metal_density.png
The bar under the picture is 50 um long. 28 x 18 tiles, from dark blue (low) to red (high), scaled to the fullest tile. Values are wire area over tile area, all layers added.
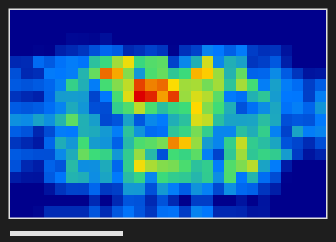
layer_met3.png
The bar under the picture is 50 um long.
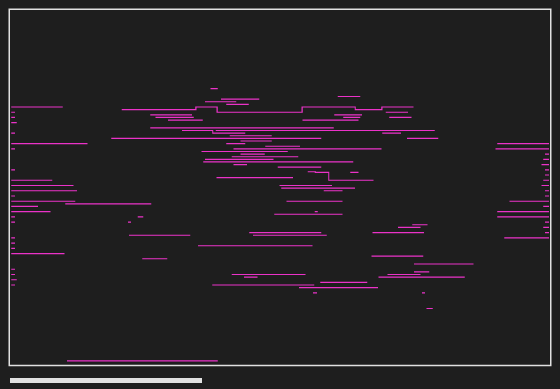
layer_met1.png
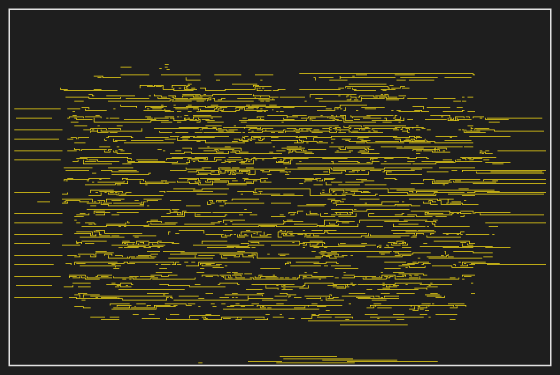
placement_by_type.png
Fill, decap, tap and diode cells in grey.
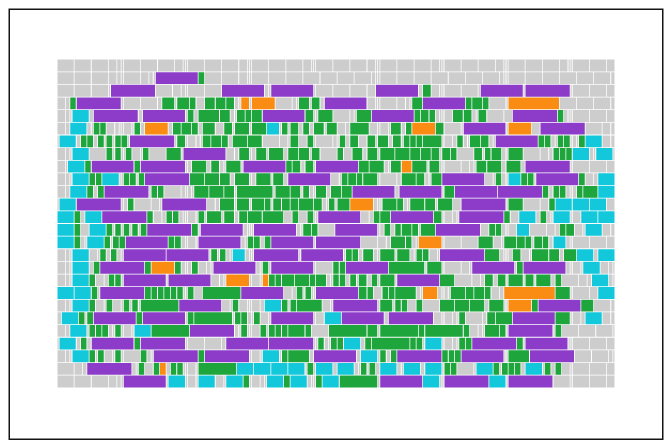
## src/rtl/led_pattern_seq_pkg.sv

```systemverilog
// Shared types and constants for the LED pattern sequencer.
// Default pattern length and the SOS boot pattern live here so every channel agrees on them.
package led_pattern_seq_pkg;

   typedef enum logic {IDLE = 1'b0, RUN = 1'b1} chan_st_t;

   localparam int DEF_PAT_LEN = 32;
   localparam int IDX_W       = $clog2(DEF_PAT_LEN);
   localparam int LEN_W       = $clog2(DEF_PAT_LEN + 1);

   // SOS: short-short-short, long-long-long, short-short-short, LSB plays first
   localparam logic [31:0] SOS_PATTERN = 32'b101010001110111011100010101;

   function automatic int max1(input int v);
      return (v < 1) ? 1 : v;
   endfunction

endpackage

```

## src/rtl/led_pattern_chan.sv

```systemverilog
// One sequencer channel: holds a pattern and steps through it LSB first,
// each bit held div_r+1 cycles, looping or stopping with a done pulse.
module led_pattern_chan
   import led_pattern_seq_pkg::*;
#(
   parameter int                 PAT_LEN      = DEF_PAT_LEN,
   parameter int                 DIV_W        = 24,
   parameter int                 BOOT_EN      = 0,
   parameter logic [PAT_LEN-1:0] BOOT_PATTERN = PAT_LEN'(SOS_PATTERN),
   parameter int                 BOOT_LEN     = 32,
   parameter int                 BOOT_DIV     = 2097151,
   parameter int                 IDLE_LEVEL   = 0,
   localparam int                IW           = max1($clog2(PAT_LEN)),
   localparam int                LW           = $clog2(PAT_LEN + 1)
) (
   input  logic               clk,
   input  logic               reset,
   input  logic               ld,
   input  logic [PAT_LEN-1:0] pattern,
   input  logic [LW-1:0]      len,
   input  logic [DIV_W-1:0]   div,
   input  logic               oneshot,
   output logic               led,
   output logic               busy,
   output logic               done
);

   localparam chan_st_t RST_ST = (BOOT_EN != 0) ? RUN : IDLE;

   chan_st_t           st, st_n;
   logic [PAT_LEN-1:0] pat_r, pat_n;
   logic [LW-1:0]      len_r, len_n, len_c;
   logic [DIV_W-1:0]   div_r, div_n, cnt, cnt_n;
   logic [IW-1:0]      idx, idx_n;
   logic               os_r, os_n, done_n;

   always_ff @(posedge clk or posedge reset) begin
      if (reset) begin
         st     <= RST_ST;
         pat_r  <= (BOOT_EN != 0) ? BOOT_PATTERN : '0;
         len_r  <= (BOOT_EN != 0) ? LW'(BOOT_LEN) : '0;
         div_r  <= (BOOT_EN != 0) ? DIV_W'(BOOT_DIV) : '0;
         os_r   <= 1'b0;
         idx    <= '0;
         cnt    <= '0;
         done   <= 1'b0;
      end else begin
         st     <= st_n;
         pat_r  <= pat_n;
         len_r  <= len_n;
         div_r  <= div_n;
         os_r   <= os_n;
         idx    <= idx_n;
         cnt    <= cnt_n;
         done   <= done_n;
      end
   end

   // A load always overrides the step logic, so a coincident one-shot end never pulses done
   always_comb begin
      st_n   = st;
      pat_n  = pat_r;
      len_n  = len_r;
      div_n  = div_r;
      os_n   = os_r;
      idx_n  = idx;
      cnt_n  = cnt;
      done_n = 1'b0;
      len_c  = (len > LW'(PAT_LEN)) ? LW'(PAT_LEN) : len;
      if (ld) begin
         if (len == '0) begin
            st_n = IDLE;
         end else begin
            st_n  = RUN;
            pat_n = pattern;
            len_n = len_c;
            div_n = div;
            os_n  = oneshot;
            idx_n = '0;
            cnt_n = '0;
         end
      end else if (st == RUN) begin
         if (cnt != div_r) begin
            cnt_n = cnt + DIV_W'(1);
         end else begin
            cnt_n = '0;
            if (LW'(idx) != len_r - LW'(1)) begin
               idx_n = idx + IW'(1);
            end else if (!os_r) begin
               idx_n = '0;
            end else begin
               st_n   = IDLE;
               done_n = 1'b1;
            end
         end
      end
   end

   always_comb begin
      busy = (st == RUN);
      led  = (st == RUN) ? pat_r[idx] : (IDLE_LEVEL != 0);
   end

endmodule

```

## src/rtl/led_pattern_seq.sv

```systemverilog
// Multi-channel LED pattern sequencer: routes load requests to channels;
// only channel 0 may auto-run the boot pattern out of reset.
module led_pattern_seq
   import led_pattern_seq_pkg::*;
#(
   parameter int                 CHANNELS     = 1,
   parameter int                 PAT_LEN      = DEF_PAT_LEN,
   parameter int                 DIV_W        = 24,
   parameter int                 BOOT_EN      = 1,
   parameter logic [PAT_LEN-1:0] BOOT_PATTERN = PAT_LEN'(SOS_PATTERN),
   parameter int                 BOOT_LEN     = 32,
   parameter int                 BOOT_DIV     = 2097151,
   parameter int                 IDLE_LEVEL   = 0,
   localparam int                CW           = max1($clog2(CHANNELS)),
   localparam int                LW           = $clog2(PAT_LEN + 1)
) (
   input  logic                CLK,
   input  logic                reset,
   input  logic                load_valid,
   output logic                load_ready,
   input  logic [CW-1:0]       load_chan,
   input  logic [PAT_LEN-1:0]  load_pattern,
   input  logic [LW-1:0]       load_len,
   input  logic [DIV_W-1:0]    load_div,
   input  logic                load_oneshot,
   output logic [CHANNELS-1:0] led,
   output logic [CHANNELS-1:0] busy,
   output logic [CHANNELS-1:0] done
);

   logic accept;

   always_ff @(posedge CLK or posedge reset) begin
      if (reset) load_ready <= 1'b0;
      else       load_ready <= 1'b1;
   end

   assign accept = load_valid && load_ready;

   // Out-of-range channel numbers match no instance and are silently dropped
   for (genvar c = 0; c < CHANNELS; c++) begin : g_chan
      led_pattern_chan #(
         .PAT_LEN     (PAT_LEN),
         .DIV_W       (DIV_W),
         .BOOT_EN     ((c == 0) ? BOOT_EN : 0),
         .BOOT_PATTERN(BOOT_PATTERN),
         .BOOT_LEN    (BOOT_LEN),
         .BOOT_DIV    (BOOT_DIV),
         .IDLE_LEVEL  (IDLE_LEVEL)
      ) u_chan (
         .clk    (CLK),
         .reset  (reset),
         .ld     (accept && (load_chan == CW'(c))),
         .pattern(load_pattern),
         .len    (load_len),
         .div    (load_div),
         .oneshot(load_oneshot),
         .led    (led[c]),
         .busy   (busy[c]),
         .done   (done[c])
      );
   end

endmodule

```

## config.mk

```make
export PLATFORM = sky130hd
export DESIGN_NAME = led_pattern_seq
export DESIGN_NICKNAME = d
export VERILOG_FILES = /design/src/rtl/led_pattern_seq_pkg.sv /design/src/rtl/led_pattern_chan.sv /design/src/rtl/led_pattern_seq.sv
export SDC_FILE = /design/constraint.sdc
export NUM_CORES = 1
export LEC_CHECK = 0
export CAP_MARGIN = 20
export CORE_ASPECT_RATIO = 0.6
export CORE_MARGIN = 10
export CORE_UTILIZATION = 57
export CTS_BUF_LIST = sky130_fd_sc_hd__clkbuf_8
export DETAILED_ROUTE_END_ITERATION = 7
export HOLD_SLACK_MARGIN = 0.15
export PLACE_DENSITY = 0.83
export SETUP_SLACK_MARGIN = 0.2
export SLEW_MARGIN = 5
export SYNTH_ARGS = -nofsm -noshare
export SYNTH_HDL_FRONTEND = slang
export SYNTH_HIERARCHICAL = 1
export SYNTH_SLANG_ARGS = --single-unit
```

## constraint.sdc

```tcl
create_clock -name CLK -period 4.6 [get_ports CLK]
set_clock_uncertainty 0.05 [all_clocks]
set_input_delay 0.92 -clock CLK [delete_from_list [all_inputs] [get_ports CLK]]
set_output_delay 0.92 -clock CLK [all_outputs]
set_load 0.02 [all_outputs]
```

==> reports/qor_table.md <==
| Parameter | Value |
|---|---|
| Worst Hold Slack | 0.4153 ns |
| Warning total across the stage logs | 26 |
| Proportion of register bits with asynchronous set or reset after synthesis | 100.0% |
| Type of the worst setup path | reg -> out |
| Core area | 8491 um^2 |
| Number of flip-flops in the largest register | 32 |
| HP Start | g_chan[0].u_chan/pat_r[22] |
| Worst-margin pin slew | 1.020 ns |
| Worst hold endpoint | g_chan[0].u_chan/pat_r[22] |
| Chip area line of the yosys report | 4948 um^2 |
| Vias in the first global route | 4016 |
| Number of search-and-repair iterations in the first detailed-routing pass | 5 |
| Total count of hold-check failures in the final report | 0 |
| Starting DRC count in detailed routing | 337 |
| Run status | completed |
| Sink count of the clock tree | 95 |
| Total detailed-routing wirelength | 12290 um |
| DRC violation count after routing | 0 |
| Number of cells on the critical path | 5 |
| Post-synthesis area per instance | 9.337 um^2 |
| Number of enable-type register cells in the synthesized netlist | 0 |
| DR vias | 4030 |
| Post-cts hold-fix buffer tally | 0 |
| Port-buffer cells | 70 |
| Post-synthesis cell area | 4948 um^2 |
| Hold Path Cell Cnt | 2 |
| Part of the total power dissipated in combinational logic | 18.7% |
| Sequential element share of the synthesized area | 49.00% |
| Setup total negative slack | 0 ns |
| Diode insertion count for antenna repair | 0 |
| Crit-path max FO | 12 |
| Share of final-layout standard cells stronger than drive strength 1 | 14.07% |
| Crit path time final | 3.836 ns |
| Yosys cell count | 530 |
-- metal_density.png (at the start) --
tiles over half the peak: 14%
mean over tiles: 0.16
nearly empty tiles: 26%
emptiest ninth of the die: top right
densest ninth of the die: middle
fullest tile: 0.66

-- layer_met3.png (at the start) --
longest straight run: 56.6 um
share of all routed wire: 9.8%
main direction: horizontal

-- layer_met1.png (at the start) --
share of all routed wire: 48%
nets with wire on the layer: 598

-- placement_by_type.png (at the start) --
| colour | class | cells |
|---|---|---|
| orange | clock drivers and dummy loads | 16 |
| green | combinational and other logic | 404 |
| cyan | other buffers and delay cells | 75 |
| purple | flops | 95 |

==> cell families (layout without fill, tap and decap cells) <==
kind of cell / count (synthesis) / after routing / synth area share, %
and+or+nand+nor: 272 / 272 / 24.35
adders and majority gates: 3 / 3 / 0.7586
buffers and inverters: 43 / 103 / 5.259
other: 1 / 1 / 0.07578
DFF: 95 / 95 / 49.00
xor gates and xnor gates: 31 / 31 / 5.487
muxes: 12 / 12 / 5.057
AOI/OAI and AO/OA: 73 / 73 / 10.01
==> cell type report <==
type                            instances  area, um^2
Fill cell                             652        2660
Sequential cell                        95        2425
Multi-Input combinational cell        392        2270
Timing Repair Buffer                   75       738.2
Tap cell                              112       140.1
Clock buffer                            9       123.9
Clock inverter                          7       87.58
Inverter                               12       46.29
==> power groups by stage <==
stage / logic [uW] / clock network (uW) / registers [uW]
floorplan: 309 / 0 / 1060
global placement: 372 / 0 / 1110
detailed placement: 386 / 0 / 1120
CTS: 391 / 606 / 1100
global route: 436 / 639 / 1120
finish: 392 / 596 / 1110
==> layer usage <==
metal / GRT usage (%) / wire length (um) / vias up
met5: 0 / 0 / -
met4: 5.651 / 153 / 0
met3: 6.488 / 1197 / 16
met2: 26.51 / 5084 / 176
met1: 27.51 / 5853 / 1938
li1: - / - / 1900
==> cells in the mapped netlist (10+ instances only) <==
master | count | area (um^2)
nand4_1 | 12 | 75.07
a21oi_1 | 15 | 75.07
nor2_1 | 13 | 48.80
a31oi_1 | 18 | 112.6
xnor2_1 | 26 | 227.7
mux4_2 | 10 | 225.2
o21ai_0 | 12 | 60.06
dfstp_2 | 38 | 998.5
inv_1 | 11 | 41.29
dfrtp_1 | 57 | 1426
nand2_1 | 198 | 743.2
nand3_1 | 13 | 65.06
Power is estimated from default activity; no workload was simulated.
